<file path="src/rtl/mcpu_pkg.sv">
// Shared MCPU definitions: command encodings, sequencer state type and
// default datapath widths.
package mcpu_pkg;

  localparam int DEF_WORD_SIZE         = 8;
  localparam int DEF_ADDR_WIDTH        = 8;
  localparam int DEF_REGS_NUMBER_WIDTH = 4;

  localparam logic [2:0] CMD_ALU_WB    = 3'b000;
  localparam logic [2:0] CMD_MOV       = 3'b001;
  localparam logic [2:0] CMD_LOAD_IMM  = 3'b010;
  localparam logic [2:0] CMD_LOAD_MEM  = 3'b011;
  localparam logic [2:0] CMD_STORE_MEM = 3'b100;

  typedef enum logic [1:0] {
    ST_IDLE  = 2'd0,
    ST_STORE = 2'd1,
    ST_LOAD  = 2'd2
  } lsu_state_t;

endpackage

</file>
<file path="src/rtl/mcpu_regfile_array.sv">
// 3-read / 1-write register storage with asynchronous clear.
// Build option MCPU_REGFILE_ZERO_REG_EN: register 0 is hardwired to zero
// (writes dropped, reads return 0). Reads never bypass a same-cycle write.
module mcpu_regfile_array
  import mcpu_pkg::*;
#(
  parameter int WORD_SIZE         = DEF_WORD_SIZE,
  parameter int REGS_NUMBER_WIDTH = DEF_REGS_NUMBER_WIDTH
) (
  input  logic                         clk,
  input  logic                         rst_n,
  input  logic                         we,
  input  logic [REGS_NUMBER_WIDTH-1:0] waddr,
  input  logic [WORD_SIZE-1:0]         wdata,
  input  logic [REGS_NUMBER_WIDTH-1:0] raddr1,
  input  logic [REGS_NUMBER_WIDTH-1:0] raddr2,
  input  logic [REGS_NUMBER_WIDTH-1:0] raddr3,
  output logic [WORD_SIZE-1:0]         rdata1,
  output logic [WORD_SIZE-1:0]         rdata2,
  output logic [WORD_SIZE-1:0]         rdata3
);

  localparam int REGISTERS_NUMBER = 1 << REGS_NUMBER_WIDTH;

  logic [WORD_SIZE-1:0] regs [REGISTERS_NUMBER];
  logic                 we_eff;

`ifdef MCPU_REGFILE_ZERO_REG_EN
  assign we_eff = we && (waddr != '0);
  assign rdata1 = (raddr1 == '0) ? '0 : regs[raddr1];
  assign rdata2 = (raddr2 == '0) ? '0 : regs[raddr2];
  assign rdata3 = (raddr3 == '0) ? '0 : regs[raddr3];
`else
  assign we_eff = we;
  assign rdata1 = regs[raddr1];
  assign rdata2 = regs[raddr2];
  assign rdata3 = regs[raddr3];
`endif

  // Storage: cleared on reset, single write port.
  always_ff @(posedge clk or negedge rst_n) begin
    if (!rst_n) begin
      for (int i = 0; i < REGISTERS_NUMBER; i++) regs[i] <= '0;
    end else if (we_eff) begin
      regs[waddr] <= wdata;
    end
  end

endmodule

</file>
<file path="src/rtl/mcpu_regfile_lsu.sv">
// MCPU register file with command-driven load/store sequencer.
// Build option MCPU_REGFILE_ZERO_REG_EN (see mcpu_regfile_array).
//
//  state    | meaning
//  ---------+-----------------------------------------------------------
//  ST_IDLE  | accepting commands; register-only commands complete here
//  ST_STORE | single mem_we cycle for a STORE_MEM
//  ST_LOAD  | mem_re held while the read-latency counter runs down to 0
module mcpu_regfile_lsu
  import mcpu_pkg::*;
#(
  parameter int WORD_SIZE         = DEF_WORD_SIZE,
  parameter int ADDR_WIDTH        = DEF_ADDR_WIDTH,
  parameter int REGS_NUMBER_WIDTH = DEF_REGS_NUMBER_WIDTH,
  parameter int MEM_RD_LATENCY    = 0
) (
  input  logic                         clk,
  input  logic                         rst_n,
  input  logic                         cmd_valid,
  output logic                         cmd_ready,
  input  logic [2:0]                   cmd,
  input  logic [REGS_NUMBER_WIDTH-1:0] op1,
  input  logic [REGS_NUMBER_WIDTH-1:0] op2,
  input  logic [REGS_NUMBER_WIDTH-1:0] op3,
  input  logic [WORD_SIZE-1:0]         datatoload,
  input  logic [WORD_SIZE-1:0]         alu_result,
  input  logic [ADDR_WIDTH-1:0]        memaddr,
  output logic [WORD_SIZE-1:0]         RegOp1,
  output logic [WORD_SIZE-1:0]         alu1,
  output logic [WORD_SIZE-1:0]         alu2,
  output logic                         mem_we,
  output logic                         mem_re,
  output logic [ADDR_WIDTH-1:0]        mem_addr,
  output logic [WORD_SIZE-1:0]         mem_datawr,
  input  logic [WORD_SIZE-1:0]         mem_datard,
  output logic                         cmd_done,
  output logic                         cmd_err
);

  localparam logic [2:0] RD_LAT = 3'(MEM_RD_LATENCY);

  lsu_state_t                   state, state_nxt;
  logic [2:0]                   cnt;
  logic [REGS_NUMBER_WIDTH-1:0] dest;
  logic                         rf_we;
  logic [REGS_NUMBER_WIDTH-1:0] rf_waddr;
  logic [WORD_SIZE-1:0]         rf_wdata;
  logic                         done_nxt, err_nxt;

  mcpu_regfile_array #(
    .WORD_SIZE        (WORD_SIZE),
    .REGS_NUMBER_WIDTH(REGS_NUMBER_WIDTH)
  ) u_array (
    .clk   (clk),
    .rst_n (rst_n),
    .we    (rf_we),
    .waddr (rf_waddr),
    .wdata (rf_wdata),
    .raddr1(op1),
    .raddr2(op2),
    .raddr3(op3),
    .rdata1(RegOp1),
    .rdata2(alu1),
    .rdata3(alu2)
  );

  // Sequencer state register.
  always_ff @(posedge clk or negedge rst_n) begin
    if (!rst_n) state <= ST_IDLE;
    else        state <= state_nxt;
  end

  // Next state, strobes, register write port and completion flags.
  always_comb begin
    state_nxt = state;
    cmd_ready = 1'b0;
    mem_we    = 1'b0;
    mem_re    = 1'b0;
    rf_we     = 1'b0;
    rf_waddr  = op1;
    rf_wdata  = alu_result;
    done_nxt  = 1'b0;
    err_nxt   = 1'b0;
    case (state)
      ST_IDLE: begin
        cmd_ready = 1'b1;
        if (cmd_valid) begin
          case (cmd)
            CMD_ALU_WB:    begin rf_we = 1'b1; rf_wdata = alu_result; done_nxt = 1'b1; end
            CMD_MOV:       begin rf_we = 1'b1; rf_wdata = alu1;       done_nxt = 1'b1; end
            CMD_LOAD_IMM:  begin rf_we = 1'b1; rf_wdata = datatoload; done_nxt = 1'b1; end
            CMD_STORE_MEM: begin state_nxt = ST_STORE; done_nxt = 1'b1; end
            CMD_LOAD_MEM:  state_nxt = ST_LOAD;
            default:       err_nxt = 1'b1;
          endcase
        end
      end
      ST_STORE: begin
        mem_we    = 1'b1;
        state_nxt = ST_IDLE;
      end
      ST_LOAD: begin
        mem_re = 1'b1;
        if (cnt == 3'd0) begin
          rf_we     = 1'b1;
          rf_waddr  = dest;
          rf_wdata  = mem_datard;
          done_nxt  = 1'b1;
          state_nxt = ST_IDLE;
        end
      end
      default: state_nxt = ST_IDLE;
    endcase
  end

  // Memory-side capture at accept, read-latency down-counter, status pulses.
  always_ff @(posedge clk or negedge rst_n) begin
    if (!rst_n) begin
      mem_addr   <= '0;
      mem_datawr <= '0;
      dest       <= '0;
      cnt        <= '0;
      cmd_done   <= 1'b0;
      cmd_err    <= 1'b0;
    end else begin
      cmd_done <= done_nxt;
      cmd_err  <= err_nxt;
      if (cmd_valid && cmd_ready && cmd == CMD_STORE_MEM) begin
        mem_addr   <= memaddr;
        mem_datawr <= RegOp1;
      end else if (cmd_valid && cmd_ready && cmd == CMD_LOAD_MEM) begin
        mem_addr <= memaddr;
        dest     <= op1;
        cnt      <= RD_LAT;
      end else if (state == ST_LOAD && cnt != 3'd0) begin
        cnt <= cnt - 3'd1;
      end
    end
  end

endmodule

</file>
<file path="config.mk">
export PLATFORM = sky130hd
export DESIGN_NAME = mcpu_regfile_lsu
export DESIGN_NICKNAME = d
export VERILOG_FILES = /design/src/rtl/mcpu_pkg.sv /design/src/rtl/mcpu_regfile_array.sv /design/src/rtl/mcpu_regfile_lsu.sv
export SDC_FILE = /design/constraint.sdc
export NUM_CORES = 1
export LEC_CHECK = 0
export ABC_AREA = 1
export ABC_CLOCK_PERIOD_IN_PS = 2700
export CAP_MARGIN = 30
export CORE_ASPECT_RATIO = 1.5
export CORE_MARGIN = 5
export CORE_UTILIZATION = 50
export CTS_CLUSTER_DIAMETER = 120
export DETAILED_ROUTE_END_ITERATION = 10
export PLACE_DENSITY = 0.71
export SETUP_SLACK_MARGIN = 0.2
export SYNTH_ARGS = -nofsm -noshare
export SYNTH_HDL_FRONTEND = slang
export SYNTH_HIERARCHICAL = 1
export SYNTH_SLANG_ARGS = --single-unit
</file>
<file path="constraint.sdc">
create_clock -name clk -period 2.7 [get_ports clk]
set_clock_uncertainty 0.1 [all_clocks]
set_input_delay 0.54 -clock clk [delete_from_list [all_inputs] [get_ports clk]]
set_output_delay 0.54 -clock clk [all_outputs]
set_load 0.01 [all_outputs]
</file>
==> Slide: Implementation Results, run 1 <==
Run Summary

Outcome
  • Status: finished, violations left
  • Failing checks: hold timing

CTS
  • # clock sinks: roughly 160
  • CTS Buffer Depth: 2
  • CTS H-tree depth: 4
  • CTS tree: yes
  • Hold_buf cts: 0
  • Clock transition at the registers of the reported paths: around 0.06 ns
  • Clk root buf: clkbuf_16
  • CTS Buf Count: 17

Yosys
  • Yosys synthesis chip area: between 0.01 and 0.015 sq mm
  • YS warnings: 6
  • Most frequent cell after synthesis: nand2_1
  • Synth Instances: about 1600
  • Distinct lib cells: 28
  • Largest area contributor in the netlist: dfrtp_1
  • Cell area leaders: dfrtp_1 38%, nand2_1 23%, nand3_1 17%
  • Syn nets: 1667
  • Top cells by count, synth: 623 x nand2_1, 344 x nand3_1, 170 x inv_1
  • Synthesized area: between 0.01 and 0.015 sq mm
  • # Cells Yosys: approximately 1600
  • Sequential area share after synthesis: 0.379
  • Synth Flop Type: dfrtp_1
  • Post-synthesis async set-or-reset flop share: 1.00
  • EDFF count, synth: 0

Pwr
  • Max IR drop VDD: approximately 0.00050 V
  • Pleak: between 0.006 and 0.007 uW
  • Pwr/cell area: roughly 840 mW/mm^2
  • Design Power: roughly 11000 uW

Layout
  • Diode count: 0
  • Filler cells: 1822
  • Syn-to-layout area delta: 27.7%
  • Cell Count, Final, Fillers Out: 2013
  • Multi-input gate area: between 0.005 and 0.006 sq mm
  • Fin nets: about 1800
  • Layout cells sized above 1: 0.112
  • Register area: slightly below 0.004 sq mm

STA
  • Tcrit/Tclk final: 0.927
  • Worst slew margin: 0.588
  • Final setup viols: 0
  • Highest clock rate: 400 MHz
  • RSZ-0062 raised after global routing: true
  • Final min period: ~2.5 ns
  • Slew @ Worst Pin: 0.618 ns
  • Final Hold Vio Count: 2
  • Min Hold Slack: -0.00429 ns

Route
  • Routed Wire Length: roughly 35 mm
  • Drt drc: 0
  • ANT nets after route: 0
  • First-pass DRT Iterations: 6
  • WL/cell: 17.5 um
  • Drt first-iter violations: 1524
  • Drt via density: around 5.7

Die
  • Chip width: roughly 130 um
  • Full die area: roughly 0.024 sq mm
  • Die y size: approximately 190 um
  • Core ar.: 0.0203 sq mm
  • # rows: roughly 64
  • Initial Util: 0.506
  • I/O pins: 95

Setup path
  • Crit path launch type: input pin
  • Reg2reg setup slack: 0.40 ns
  • Kind of critical path: in2out
  • Critical Path RT: between 2 and 2.5 ns
  • Reg2reg end: u_array/regs[73]$_DFFE_PN0P_
  • Critical Path AT: 1.86 ns
  • CP Capture Type: primary output
  • Crit-path max FO: 8
  • R2R cell count: 12

Place
  • Dpl cells: between 1500 and 2000
  • Gpl congestion: between 0.9 and 1
  • Post-DP HPWL: ~26 mm

GRT
  • Vias in the first global route: 10100
  • First-pass GRT wire length: roughly 55 mm
  • Total gr overflow: 0
  • Largest net degree at the start of global routing: about 65

Min path
  • HP Class: in2async

Run
  • Log Warnings: 29
[run 1: worst max-delay path, cell delays in order]
cell and delay, ns:
clkdlybuf4s50_1 0.53, buf_4 0.22, nand3_1 0.12, nand2_1 0.16, dlygate4sd2_1 0.29
[run 1: report_power, final]
group | internal, uW | leakage, uW | total (uW) | switching [uW]
Clock | 1420 | 0.000288 | 2400 | 986
Sequential | 3290 | 0.00196 | 3770 | 478
Combinational | 1760 | 0.00455 | 4870 | 3110
[run 1: flip-flops by register name, indices dropped and copies added, names as in the netlist]
register,count
cmd_err,1
state,2
mem_addr,8
mem_datawr,8
cnt,3
u_array/regs,128
cmd_done,1
dest,4
[run 1: routing by layer]
layer | share of wire | wire (um) | track usage
met5 | 0 | 0 | 0
met4 | 0.040 | 1430 | 0.106
met3 | 0.098 | 3460 | 0.0488
met2 | 0.46 | 16300 | 0.476
met1 | 0.40 | 14000 | 0.399
[run 1: area by class of cell]
class	count	area share
inverters	177	0.0518
clock buffers	20	0.0349
clock inverters	11	0.0102
multi-input cells	1180	0.405
repair buffers	205	0.176
well taps	264	0.0252
flip-flops and latches	155	0.296
repair inverters	1	0.000574
[run 1: timing repair]
action                                  4_1_cts  5_1_grt
setup buffers                                 0        2
resized                                      53       25
gates cloned                                  3        4
endpoints found under the setup margin       31      112
pin swaps                                     0        3
[run 1: stage by stage]
stage / TNS (ns) / setup WS, ns / instance area, sq um / hold slack (ns) / util
after global placement: -9.28 / -0.355 / 12300 / 0.355 / 0.605
after floorplan: 0 / 0.218 / 10200 / 0.144 / -
after CTS: 0 / 0.149 / 12900 / 0.00547 / 0.638
after global routing: 0 / 0.175 / 13100 / 0.0346 / 0.646
final: 0 / 0.198 / 13100 / -0.00429 / 0.646
after detailed placement: -10.80 / -0.360 / 12300 / 0.362 / 0.605
[run 1: kinds of logic (layout without fill, tap and decap cells)]
| logic type | after synthesis | count (layout) | share of synthesized area |
|---|---|---|---|
| xor gates and xnor gates | 1 | 1 | 0.000855 |
| AOI/OAI and AO/OA | 155 | 155 | 0.0760 |
| DFF | 155 | 155 | 0.379 |
| buffers and inverters | 280 | 414 | 0.111 |
| adders and majority gates | 2 | 2 | 0.00244 |
| and+or+nand+nor | 1022 | 1022 | 0.432 |
[run 1: how the worst max path moves through the flow]
stage	end	slack, ns	startpoint
2_1_floorplan	u_array/regs[61]$_DFFE_PN0P_	0.22	cnt[0]$_DFFE_PN0P_
3_3_place_gp	RegOp1[0]	-0.36	op1[1]
3_5_place_dp	RegOp1[0]	-0.36	op1[1]
4_1_cts	alu1[0]	0.15	op2[2]
5_1_grt	u_array/regs[73]$_DFFE_PN0P_	0.18	cnt[0]$_DFFE_PN0P_
6_report	alu1[0]	0.20	op2[3]
[run 1: cell usage in the layout (no fill, tap or decap), types with 16 or more instances in the layout]
cell type and n:
nand2_1 615, nand3_1 344, inv_1 164, dfrtp_1 155, o21ai_0 123, buf_4 65, clkdlybuf4s50_1 58, buf_12 38
dlygate4sd2_1 23, clkbuf_16 20, o21ai_1 19, nor2_1 17, nand4_1 16
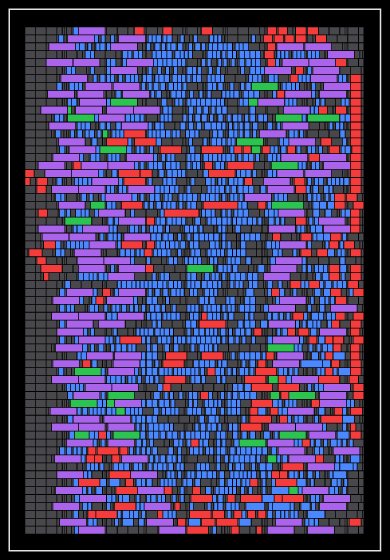
Run 1: cell classes on the final placement
Fill, decap, tap and diode cells in grey.
class	colour	cells
registers	purple	155
remaining logic cells	blue	1358
clock drivers and dummy loads	green	31
remaining buffers and delay cells	red	205

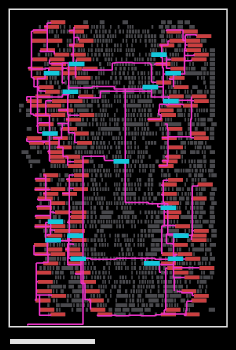
Run 1: clock distribution
Bar = 50 um.
[clock-net drivers] cyan | count: 17
[clock wires] magenta | length: 1930 um
[flip-flops] red | count: 155
routed clock nets	18
flops lie	all over the die
Clk network pwr share: 0.218
Latency at later pin: 0.44 ns
Clock Power: 2400 uW

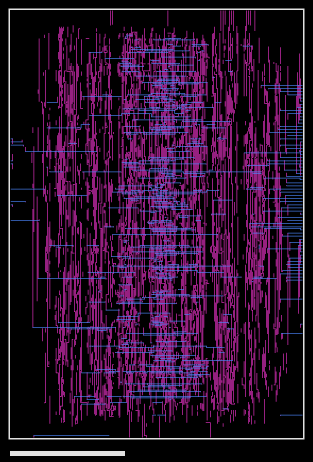
Run 1: metal layers overlaid
Bar = 50 um. Two of the layers only.
layer	colour	wire length
M3	blue	3460 um
M2	magenta	16300 um
via count: 11400
Tot GR Track Use: 0.294

Run 1, clock routing:
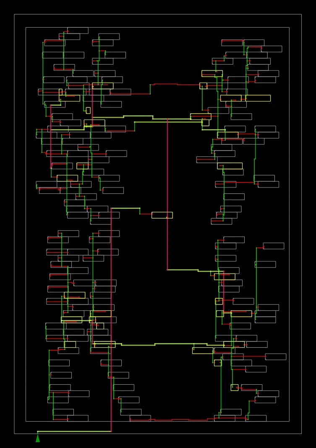

==> inputs of run 2 (changes only) <==
--- a/config.mk
+++ b/config.mk
@@ -13,6 +13,7 @@
 export CORE_UTILIZATION = 50
 export CTS_CLUSTER_DIAMETER = 120
 export DETAILED_ROUTE_END_ITERATION = 10
+export HOLD_SLACK_MARGIN = 0.06
 export PLACE_DENSITY = 0.71
 export SETUP_SLACK_MARGIN = 0.2
 export SYNTH_ARGS = -nofsm -noshare
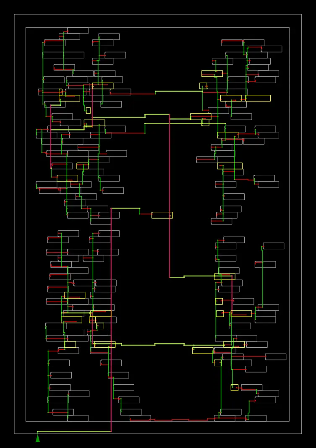
Run 2: clock routing
# clock sinks: 155
Flops: 155

==> Slide: Implementation Results, run 2 <==
Run Summary

Yosys
  • Largest area contributor in the netlist: dfrtp_1
  • EDFF count, synth: 0
  • Cell area leaders: dfrtp_1 38%, nand2_1 23%, nand3_1 17%
  • Top cells by count, synth: 623 x nand2_1, 344 x nand3_1, 170 x inv_1
  • # Cells Yosys: between 1500 and 2000
  • Sequential area share after synthesis: 0.379
  • Syn nets: about 1700
  • Post-synthesis async set-or-reset flop share: 1.00

Place
  • Post-DP HPWL: about 26 mm
  • Placed cell areas: around 0.012 sq mm
  • Gpl congestion: around 0.94

Setup path
  • CP Cell Sequence: clkdlybuf4s50_1, buf_4, nand3_1, nand2_1, dlygate4sd2_1
  • CP Capture Type: primary output
  • Top cell family by delay on the critical path: buffers and inverters
  • Crit path launch type: input pin
  • Crit path launch: op2[3]
  • Critical Path AT: 1.85 ns
  • Max stage delay cell, worst path: clkdlybuf4s50_1
  • Slowest cell delay on critical path: 0.52 ns
  • Kind of critical path: in2out

STA
  • Final setup viols: 0
  • Final min period: 2.49 ns
  • Final Hold Vio Count: 0
  • RSZ-0062 raised after global routing: true
  • Tcrit/Tclk final: 0.924

Route
  • WL/cell: 17.4 um
  • Routed Wire Length: 35.1 mm
  • Drt drc: 0
  • First-pass DRT Iterations: 6

CTS
  • CTS Buf Count: 17
  • CTS Buffer Depth: 2
  • CTS H-tree depth: 4
  • CTS tree: yes
  • Clock transition at the registers of the reported paths: ~0.060 ns
  • Clk root buf: clkbuf_16
  • Latency at later pin: roughly 0.44 ns

Layout
  • Diode count: 0
  • Post-layout instance area: 0.0131 sq mm
  • Most common logic cell in the routed design: nand2_1
  • Cell Count, Final, Fillers Out: around 2000
  • Max FFs per register: 128
  • Top Layout Cells: 615 x nand2_1, 344 x nand3_1, 164 x inv_1
  • Syn-to-layout area delta: 27.8%
  • Layout cells sized above 1: 0.112
  • Largest Register: u_array/regs

Pwr
  • Pleak: 0.00680 uW
  • Max IR drop VDD: between 0.0005 and 0.0006 V
  • Pwr/cell area: about 840 mW/mm^2

Run
  • Log Warnings: 29

Die
  • Die y size: ~190 um
  • Core ar.: ~0.020 sq mm
  • I/O pins: between 90 and 100
  • Full die area: 0.0235 sq mm
  • Chip width: 127 um
  • Initial Util: 0.506
  • # rows: roughly 64

GRT
  • Vias in the first global route: between 10000 and 15000
  • Largest net degree at the start of global routing: roughly 65
  • Tot GR Track Use: 0.294

Outcome
  • Status: finished clean
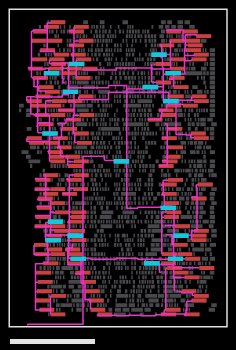
Run 2: clock distribution
Bar = 50 um.
[clock-net drivers] cyan | count: 17
[clock wires] magenta | length: 1920 um
[flip-flops] red | count: 155
flops lie	all over the die
routed clock nets	18

[run 2: cell counts after synthesis]
Identical to the previous run, type by type.
[run 2: worst register-to-register path: cells and delay by family, from the launching register on]
kind | cells | cell delay, ns
AOI/OAI and AO/OA | 2 | 0.15
and+or+nand+nor | 6 | 0.90
adders and majority gates | 1 | 0.14
DFF | 1 | 0.39
buffers and inverters | 4 | 0.50
[run 2: per-stage QoR]
step                      total power (uW)  worst slack [ns]  hold slack, ns
after floorplan                       6550             0.218           0.144
after global placement                8350            -0.355           0.355
after detailed placement              8480            -0.360           0.362
after CTS                            10900             0.149           0.377
after global routing                 11800             0.175           0.400
final                                11000             0.206           0.375
[run 2: logic make-up (layout without fill, tap and decap cells)]
| kind of cell | count (synthesis) | after routing | share of synthesized area |
|---|---|---|---|
| AOI/OAI and AO/OA | 155 | 155 | 0.0760 |
| DFF | 155 | 155 | 0.379 |
| xor gates and xnor gates | 1 | 1 | 0.000855 |
| adders and majority gates | 2 | 2 | 0.00244 |
| buffers and inverters | 280 | 415 | 0.111 |
| and+or+nand+nor | 1022 | 1022 | 0.432 |
[run 2: metal layers]
layer | GRT usage | wire [um]
met1 | 0.399 | 14000
met2 | 0.476 | 16300
met3 | 0.0485 | 3430
met4 | 0.106 | 1370
met5 | 0 | 0
[run 2: cell type report]
cell class              instances  area (sq um)
fillers                      1821          7170
flip-flops and latches        155          3880
clock buffers                  20           457
inverters                     177           678
well taps                     264           330
multi-input cells            1180          5290
repair buffers                206          2310
clock inverters                11           134
repair inverters                1          7.51
[run 2: worst paths after layout]
kind / end / slack, ns / cells after the start
max: alu1[0] / 0.21 / 5
min: mem_datawr[3]$_DFFE_PN0P_ / 0.38 / 2
max reg2reg: u_array/regs[124]$_DFFE_PN0P_ / 0.39 / 13
min reg2reg: mem_datawr[3]$_DFFE_PN0P_ / 0.38 / 2
max in group asynchronous: u_array/regs[2]$_DFFE_PN0P_ / 1.28 / 3
min in group asynchronous: cnt[0]$_DFFE_PN0P_ / 0.57 / 2
[run 2: timing repair]
item / in CTS / in global routing
setup buffers: 0 / 2
hold buffers: 1 / 0
cloned: 3 / 4
endpoints found under the hold margin: 58 / 0
gates resized: 53 / 25
setup endpoints to repair: 31 / 112
pin swaps: 0 / 3
[run 2: report_power, final]
| group | switching (uW) | total, uW | internal (uW) |
|---|---|---|---|
| registers | 475 | 3770 | 3290 |
| logic | 3110 | 4870 | 1760 |
| clock network | 987 | 2400 | 1420 |
Power and IR drop assume default switching activity.
